<file path="src/rtl/vend_pkg.sv">
// Shared types and constants for the vending transaction controller.
package vend_pkg;

  typedef enum logic [2:0] {
    StIdle,
    StCredit,
    StCheck,
    StDispense,
    StPayout,
    StDone
  } vend_state_e;

  typedef enum logic [1:0] {
    PayIdle,
    PayPick,
    PayReq
  } pay_state_e;

  localparam logic [1:0] ItemCancel = 2'd0;
  localparam logic [1:0] ItemCoke   = 2'd1;
  localparam logic [1:0] ItemWater  = 2'd2;
  localparam logic [1:0] ItemSnacks = 2'd3;

  localparam int unsigned DefPriceCoke   = 40;
  localparam int unsigned DefPriceWater  = 20;
  localparam int unsigned DefPriceSnacks = 50;

  localparam logic [3:0] CoinTen  = 4'd10;
  localparam logic [3:0] CoinFive = 4'd5;
  localparam logic [3:0] CoinOne  = 4'd1;

endpackage

</file>
<file path="src/rtl/vend_change_payout.sv">
// Pays out an amount coin-by-coin (greedy 10/5/1) over the hopper req/ack handshake.
module vend_change_payout
  import vend_pkg::*;
#(
  parameter int unsigned CREDIT_W = 8
) (
  input  logic                clk,
  input  logic                rst,
  input  logic                start_i,
  input  logic [CREDIT_W-1:0] amount_i,
  input  logic                chg_ack_i,
  output logic                chg_req_o,
  output logic [3:0]          chg_coin_o,
  output logic [CREDIT_W-1:0] remain_o,
  output logic                done_o
);

  pay_state_e          state_q, state_d;
  logic [CREDIT_W-1:0] remain_q, remain_d;
  logic [3:0]          coin;

  // remain_q only changes on ack, so the chosen coin is stable while chg_req_o is high
  always_comb begin
    if (remain_q >= CREDIT_W'(CoinTen)) begin
      coin = CoinTen;
    end else if (remain_q >= CREDIT_W'(CoinFive)) begin
      coin = CoinFive;
    end else begin
      coin = CoinOne;
    end
  end

  always_comb begin
    state_d   = state_q;
    remain_d  = remain_q;
    chg_req_o = 1'b0;
    done_o    = 1'b0;
    case (state_q)
      PayIdle: begin
        if (start_i) begin
          remain_d = amount_i;
          state_d  = PayPick;
        end
      end
      PayPick: begin
        if (remain_q == '0) begin
          done_o  = 1'b1;
          state_d = PayIdle;
        end else begin
          state_d = PayReq;
        end
      end
      PayReq: begin
        chg_req_o = 1'b1;
        if (chg_ack_i) begin
          remain_d = remain_q - CREDIT_W'(coin);
          state_d  = PayPick;
        end
      end
      default: state_d = PayIdle;
    endcase
  end

  always_ff @(posedge clk) begin
    if (rst) begin
      state_q  <= PayIdle;
      remain_q <= '0;
    end else begin
      state_q  <= state_d;
      remain_q <= remain_d;
    end
  end

  assign chg_coin_o = chg_req_o ? coin : 4'd0;
  assign remain_o   = remain_q;

endmodule

</file>
<file path="src/rtl/vend_txn_controller.sv">
// Vending transaction sequencer: credit, price check, dispense handshake, change payout.
// Optional inactivity refund in CREDIT enabled by defining VEND_TIMEOUT_REFUND_EN.
module vend_txn_controller
  import vend_pkg::*;
#(
  parameter int unsigned CREDIT_W       = 8,
  parameter int unsigned PRICE_COKE     = DefPriceCoke,
  parameter int unsigned PRICE_WATER    = DefPriceWater,
  parameter int unsigned PRICE_SNACKS   = DefPriceSnacks,
  parameter int unsigned TIMEOUT_CYCLES = 1000
) (
  input  logic                clk,
  input  logic                rst,
  input  logic                coin_valid_i,
  input  logic [3:0]          coin_value_i,
  input  logic                sel_valid_i,
  input  logic [1:0]          sel_item_i,
  output logic                disp_req_o,
  output logic [1:0]          disp_item_o,
  input  logic                disp_done_i,
  output logic                chg_req_o,
  output logic [3:0]          chg_coin_o,
  input  logic                chg_ack_i,
  output logic [CREDIT_W-1:0] credit_o,
  output logic                coin_reject_o,
  output logic                err_funds_o,
  output logic                vend_done_o,
  output logic                busy_o
);

  vend_state_e         state_q, state_d;
  logic [CREDIT_W-1:0] credit_q, credit_d;
  logic [1:0]          item_q, item_d;
  logic                coin_reject_q, coin_reject_d;
  logic                err_funds_q, err_funds_d;
  logic                pay_start, pay_done;
  logic [CREDIT_W-1:0] pay_remain;
  logic [CREDIT_W-1:0] price;
  logic [CREDIT_W:0]   coin_sum;
  logic                tmo_hit;

  // One extra bit so an overflowing sum is detected instead of wrapping
  assign coin_sum = {1'b0, credit_q} + {{(CREDIT_W-3){1'b0}}, coin_value_i};

  always_comb begin
    case (item_q)
      ItemCoke:   price = CREDIT_W'(PRICE_COKE);
      ItemWater:  price = CREDIT_W'(PRICE_WATER);
      ItemSnacks: price = CREDIT_W'(PRICE_SNACKS);
      default:    price = '0;
    endcase
  end

`ifdef VEND_TIMEOUT_REFUND_EN
  localparam int unsigned TmoW = $clog2(TIMEOUT_CYCLES + 1);
  logic [TmoW-1:0] tmo_q, tmo_d;
  logic            quiet_credit;

  assign quiet_credit = (state_q == StCredit) && !coin_valid_i && !sel_valid_i;
  assign tmo_hit      = quiet_credit && (tmo_q == TmoW'(TIMEOUT_CYCLES - 1));

  always_comb begin
    tmo_d = '0;
    if (quiet_credit) begin
      tmo_d = tmo_q + 1'b1;
    end
  end

  always_ff @(posedge clk) begin
    if (rst) begin
      tmo_q <= '0;
    end else begin
      tmo_q <= tmo_d;
    end
  end
`else
  logic unused_tmo_cfg;
  assign unused_tmo_cfg = ^TIMEOUT_CYCLES;
  assign tmo_hit        = 1'b0;
`endif

  always_comb begin
    state_d       = state_q;
    credit_d      = credit_q;
    item_d        = item_q;
    coin_reject_d = 1'b0;
    err_funds_d   = 1'b0;
    pay_start     = 1'b0;
    case (state_q)
      StIdle: begin
        if (coin_valid_i) begin
          credit_d = CREDIT_W'(coin_value_i);
          state_d  = StCredit;
        end
      end
      StCredit: begin
        // A coin in the same cycle as a selection wins; the selection is dropped
        if (coin_valid_i) begin
          if (coin_sum[CREDIT_W]) begin
            coin_reject_d = 1'b1;
          end else begin
            credit_d = coin_sum[CREDIT_W-1:0];
          end
        end else if (sel_valid_i) begin
          if (sel_item_i == ItemCancel) begin
            state_d   = StPayout;
            pay_start = 1'b1;
          end else begin
            item_d  = sel_item_i;
            state_d = StCheck;
          end
        end else if (tmo_hit) begin
          state_d   = StPayout;
          pay_start = 1'b1;
        end
      end
      StCheck: begin
        if (credit_q >= price) begin
          credit_d = credit_q - price;
          state_d  = StDispense;
        end else begin
          err_funds_d = 1'b1;
          state_d     = StCredit;
        end
      end
      StDispense: begin
        if (disp_done_i) begin
          if (credit_q != '0) begin
            state_d   = StPayout;
            pay_start = 1'b1;
          end else begin
            state_d = StDone;
          end
        end
      end
      StPayout: begin
        if (pay_done) begin
          credit_d = '0;
          state_d  = StDone;
        end
      end
      StDone:  state_d = StIdle;
      default: state_d = StIdle;
    endcase

    if (coin_valid_i && (state_q inside {StCheck, StDispense, StPayout, StDone})) begin
      coin_reject_d = 1'b1;
    end
  end

  always_ff @(posedge clk) begin
    if (rst) begin
      state_q       <= StIdle;
      credit_q      <= '0;
      item_q        <= '0;
      coin_reject_q <= 1'b0;
      err_funds_q   <= 1'b0;
    end else begin
      state_q       <= state_d;
      credit_q      <= credit_d;
      item_q        <= item_d;
      coin_reject_q <= coin_reject_d;
      err_funds_q   <= err_funds_d;
    end
  end

  vend_change_payout #(
    .CREDIT_W(CREDIT_W)
  ) u_payout (
    .clk       (clk),
    .rst       (rst),
    .start_i   (pay_start),
    .amount_i  (credit_q),
    .chg_ack_i (chg_ack_i),
    .chg_req_o (chg_req_o),
    .chg_coin_o(chg_coin_o),
    .remain_o  (pay_remain),
    .done_o    (pay_done)
  );

  assign busy_o        = state_q inside {StCheck, StDispense, StPayout};
  assign disp_req_o    = (state_q == StDispense);
  assign disp_item_o   = disp_req_o ? item_q : 2'd0;
  assign vend_done_o   = (state_q == StDone);
  assign credit_o      = (state_q == StPayout) ? pay_remain : credit_q;
  assign coin_reject_o = coin_reject_q;
  assign err_funds_o   = err_funds_q;

endmodule

</file>
<file path="config.mk">
export PLATFORM = sky130hd
export DESIGN_NAME = vend_txn_controller
export DESIGN_NICKNAME = d
export VERILOG_FILES = /design/src/rtl/vend_pkg.sv /design/src/rtl/vend_change_payout.sv /design/src/rtl/vend_txn_controller.sv
export SDC_FILE = /design/constraint.sdc
export NUM_CORES = 1
export LEC_CHECK = 0
export CAP_MARGIN = 40
export CORE_MARGIN = 8
export CORE_UTILIZATION = 45
export CTS_BUF_LIST = sky130_fd_sc_hd__clkbuf_4
export CTS_CLUSTER_SIZE = 40
export DETAILED_ROUTE_END_ITERATION = 10
export PLACE_DENSITY = 0.7
export SKIP_CTS_REPAIR_TIMING = 1
export SYNTH_ARGS = -nofsm -noshare
export SYNTH_HDL_FRONTEND = slang
export SYNTH_HIERARCHICAL = 1
export SYNTH_SLANG_ARGS = --single-unit
</file>
<file path="constraint.sdc">
create_clock -name clk -period 2.2 [get_ports clk]
set_input_delay 0.55 -clock clk [delete_from_list [all_inputs] [get_ports clk]]
set_output_delay 0.55 -clock clk [all_outputs]
set_load 0.02 [all_outputs]
</file>
==> images/floorplan.png <==
Scale: 4 px per um. Pins as bars on the die edge.
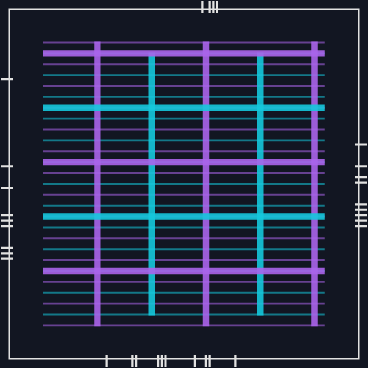
net	color
VSS	purple
VDD	cyan
rows	26
met1 rails	27
met5 straps	5
met4 straps	5
signal pins	32
die extent in y: 87 um
Die X-Extent: 87 um
placeable core region: 4980 sq um

==> images/layers.png <==
Scale: 6 px per um.
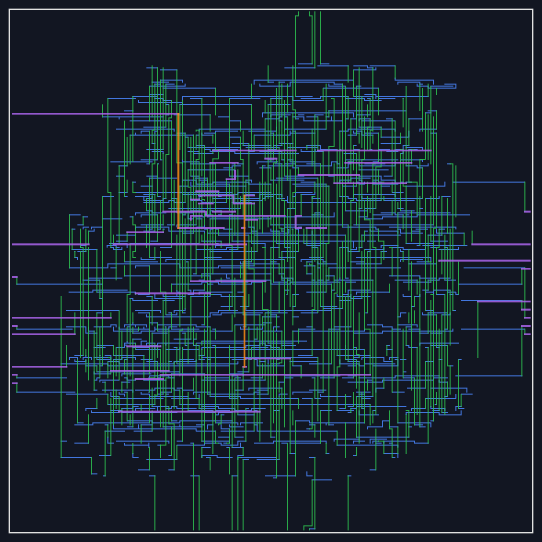
layer	color	wire length
M1	blue	3050 um
M2	green	3880 um
M3	purple	395 um
M4	orange	47.6 um
GRT Total Usage: 0.181
routed wire length: 7.38 mm

==> images/gates.png <==
Scale: 3 px per um.
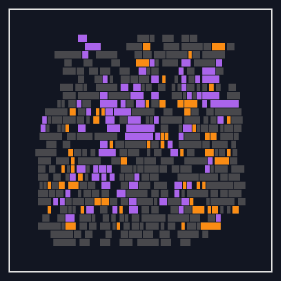
family	color	cells	most used
aoi and oai cells	purple	78	a21oi_1
nor cells	orange	55	nor2_1
filler-free cell count of the finished design: 456
Top cell excl fill/tap: buf_4
fraction of area in multi-input gates: 0.549

==> metrics.log <==
[flow] collecting metrics
INFO  metric cts.clk_slew.worst_paths = between 150 and 200 ps
INFO  metric dp_hpwl = 5.47 mm
INFO  metric synth-edff-count = 0
INFO  metric grt_first_pass_wirelength = 11.0 mm
INFO  metric crit_path_end_kind = output port
INFO  metric yosysSeqAreaShare = 0.221
INFO  metric clock_tree.htree_level_count = 1
INFO  metric max-vdd-ir-drop = 358 uV
INFO  metric critical_path.endpoint = chg_coin_o[1]
INFO  metric rows = 26
INFO  metric maxSlewViolCount = 0
INFO  metric final_layout_size_suffix_gt1_frac = 0.399
INFO  metric r2r-start = u_payout/remain_o[6]
INFO  metric drtAntennaViolNets = 0
INFO  metric synthTopCellsByArea = dfxtp_1 22%, ha_1 7.7%, nor2_1 5.6%
INFO  metric insertedDiodeCount = 0
INFO  metric clock_tree_from_tritoncts = yes
INFO  metric async_reset_ff_frac = 0
INFO  metric wl_per_cell = 16.2 um
INFO  metric cts.path.max_buffers = 2
INFO  metric nNetsFinal = about 420
INFO  metric clk_latency = 350 ps
INFO  metric place_congestion = between 0.8 and 0.9
INFO  metric top_cells_by_count = 34 x nor2_1, 30 x nand2_1, 25 x dfxtp_1
INFO  metric cell_type_contributing_the_most_total_cell_area_after_synthesis = dfxtp_1
INFO  metric ctsRootBufferMaster = clkbuf_4
INFO  metric final_core_util = 0.689
INFO  metric power.largest_group = combinational cells
INFO  metric comb_power = ~1.1 mW
INFO  metric initCoreUtil = 0.456
INFO  metric number_of_global_route_vias_before_repair = between 2000 and 2500
INFO  metric p_seq_frac = 0.279
INFO  metric crit_start = u_payout/remain_o[6]
INFO  metric number_of_antenna_violations_at_the_first_check_in_global_routing = 0
INFO  metric yosysTopAreaCellShare = 0.221
INFO  metric postLayoutSetupSlackWorst = -4.22 ps
INFO  metric layout_top_cells = 65 x buf_4, 29 x nand2_1, 29 x nor2_1
INFO  metric viasPerCell = 5.57
INFO  metric min_period = 2200 ps
INFO  metric rsz0062_at_grt = yes
INFO  metric timing.max_slew.rel_slack = 0.742
INFO  metric post_synth_num_cell_types = 60
INFO  metric comb_power_share = 0.597
INFO  metric route.detailed.drc = 0
INFO  metric power.net_switching = about 0.81 mW
INFO  metric power-per-cell-area = 558 nW/um^2
INFO  metric largest_driver_fanout_on_the_critical_path = 3
INFO  metric worstSetupStartpointType = flop
INFO  metric internal_power = 1.10 mW
INFO  metric netlist.top_cell.by_instances = nor2_1
INFO  metric number_of_warnings_reported_in_the_yosys_synthesis_log = 6
INFO  metric worst_case_hold_slack = about 500 ps
INFO  metric final_design_area_no_fill = approximately 3400 sq um
INFO  metric synthToLayoutAreaGrowth = 51.2%
INFO  metric length_in_cells_of_the_worst_reg_to_reg_path = 11
INFO  metric syn_inst = about 300
INFO  metric gr-total-overflow = 0
INFO  metric detail_route.first_pass.iterations = 4
INFO  metric post_synthesis_mean_instance_area = between 7 and 8 sq um
INFO  metric yosys_reported_design_area_after_synthesis = 2270 sq um
INFO  metric ioPinCount = 32
INFO  metric stage_log_warnings = 28
INFO  metric postPlaceCellArea = slightly above 3000 sq um
INFO  metric final-hold-violation-count = 0
INFO  metric synth-seq-cells = 25
INFO  metric cts-buffers-inserted = 3
INFO  metric period_used_share = 1.00
INFO  metric synthesis.nets = 328
INFO  metric reg2reg_slack = -4 ps
INFO  metric reg2reg_end = credit_q[0]
INFO  metric maxCapViolations = 0
INFO  metric yosys_stat_cell_total = roughly 300
INFO  metric timing.hold.worst.class = flop to flop
INFO  metric timing.fmax = about 450 MHz
INFO  metric worst-slew-pin-transition = 383 ps
INFO  metric setup_viol = 2
INFO  metric failed_checks = negative setup slack
INFO  metric seq_power = ~0.53 mW
INFO  metric dr_total_vias = 2542
INFO  metric power_leakage = roughly 1.6 nW
INFO  metric synth_area = 2270 sq um
INFO  metric fp.dieArea = around 7600 sq um
INFO  metric report.power.total = 1.92 mW
INFO  metric switching_share = 0.425
INFO  metric worst-endpoint-arrival = 1650 ps
INFO  metric crit_required = roughly 1700 ps
INFO  metric grt_start_max_net_pins = 17
INFO  metric cts_sinks = 25
INFO  metric status = finished with violations
INFO  metric worst-setup-path-type = flop to output port
INFO  metric most_used_flip_flop_cell_after_synthesis = dfxtp_1
INFO  metric drc_marker_count_from_the_first_detailed_route_iteration = between 150 and 200
==> images/clock_nets.png <==
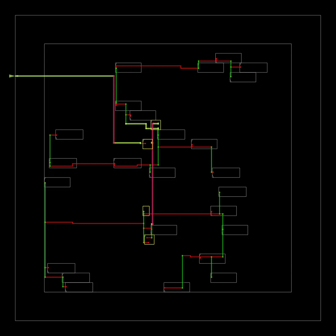
flip-flops: 25
power attributed to the clock group: 0.237 mW
number of clock buffer instances in the layout: 3

==> images/clock_wires.png <==
Scale: 3 px per um.
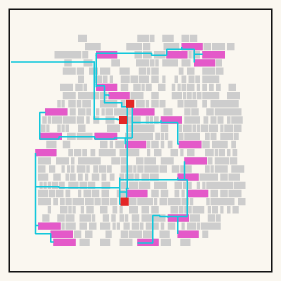
[clock wires] cyan | length: 399 um
[flip-flops] magenta | count: 25
[clock-net drivers] red | count: 3
routed clock nets	4
clock share of power: 0.124
post-route clock skew: 8.44 ps

## metrics by stage
step | instances | setup WS [ps] | TNS [ps]
floorplan | 299 | 4.37 | 0
global placement | 444 | -560 | -5360
detailed placement | 444 | -628 | -5810
CTS | 448 | -431 | -7250
global route | 456 | -125 | -771
finish | 456 | -4.22 | -7.55
## worst max-delay path, stage by stage, from the launching register on
cell and delay, ps:
dfxtp_2 360, nor4_2 260, buf_4 170, nand2_2 70, inv_2 110, buf_4 120, nor2_1 40, buf_2 170
## layer usage
metal | part of all wire | vias up | track usage
met1 | 0.41 | 1187 | 0.206
met4 | 0.0064 | 0 | 0.0438
met5 | 0 | - | 0
met2 | 0.53 | 85 | 0.336
li1 | - | 1265 | -
met3 | 0.054 | 5 | 0.0302
## how the worst min path moves through the flow
stage | cells after the start | start | end | slack, ps
floorplan | 2 | item_q[1] | item_q[1] | 460
global placement | 2 | item_q[1] | item_q[1] | 480
detailed placement | 2 | item_q[1] | item_q[1] | 480
CTS | 2 | item_q[1] | item_q[1] | 500
global route | 2 | item_q[0] | item_q[0] | 520
finish | 2 | item_q[0] | item_q[0] | 500
## cell families after synthesis
| group | after synthesis | synth area share |
|---|---|---|
| and+or+nand+nor | 114 | 0.250 |
| xor gates and xnor gates | 8 | 0.0309 |
| muxes | 7 | 0.0336 |
| adders and majority gates | 17 | 0.104 |
| DFF | 25 | 0.221 |
| buffers and inverters | 35 | 0.0689 |
| AOI/OAI and AO/OA | 93 | 0.292 |
## layout make-up
| class | count | area, sq um |
|---|---|---|
| multi-input combinational | 239 | 1880 |
| fill | 425 | 1550 |
| timing repair buffer | 99 | 848 |
| sequential | 25 | 513 |
| tap | 70 | 87.6 |
| inverter | 19 | 71.3 |
| clock buffer | 3 | 22.5 |
| clock inverter | 1 | 5.00 |
Power figures rest on the tool's default switching activity, not on a simulated workload.
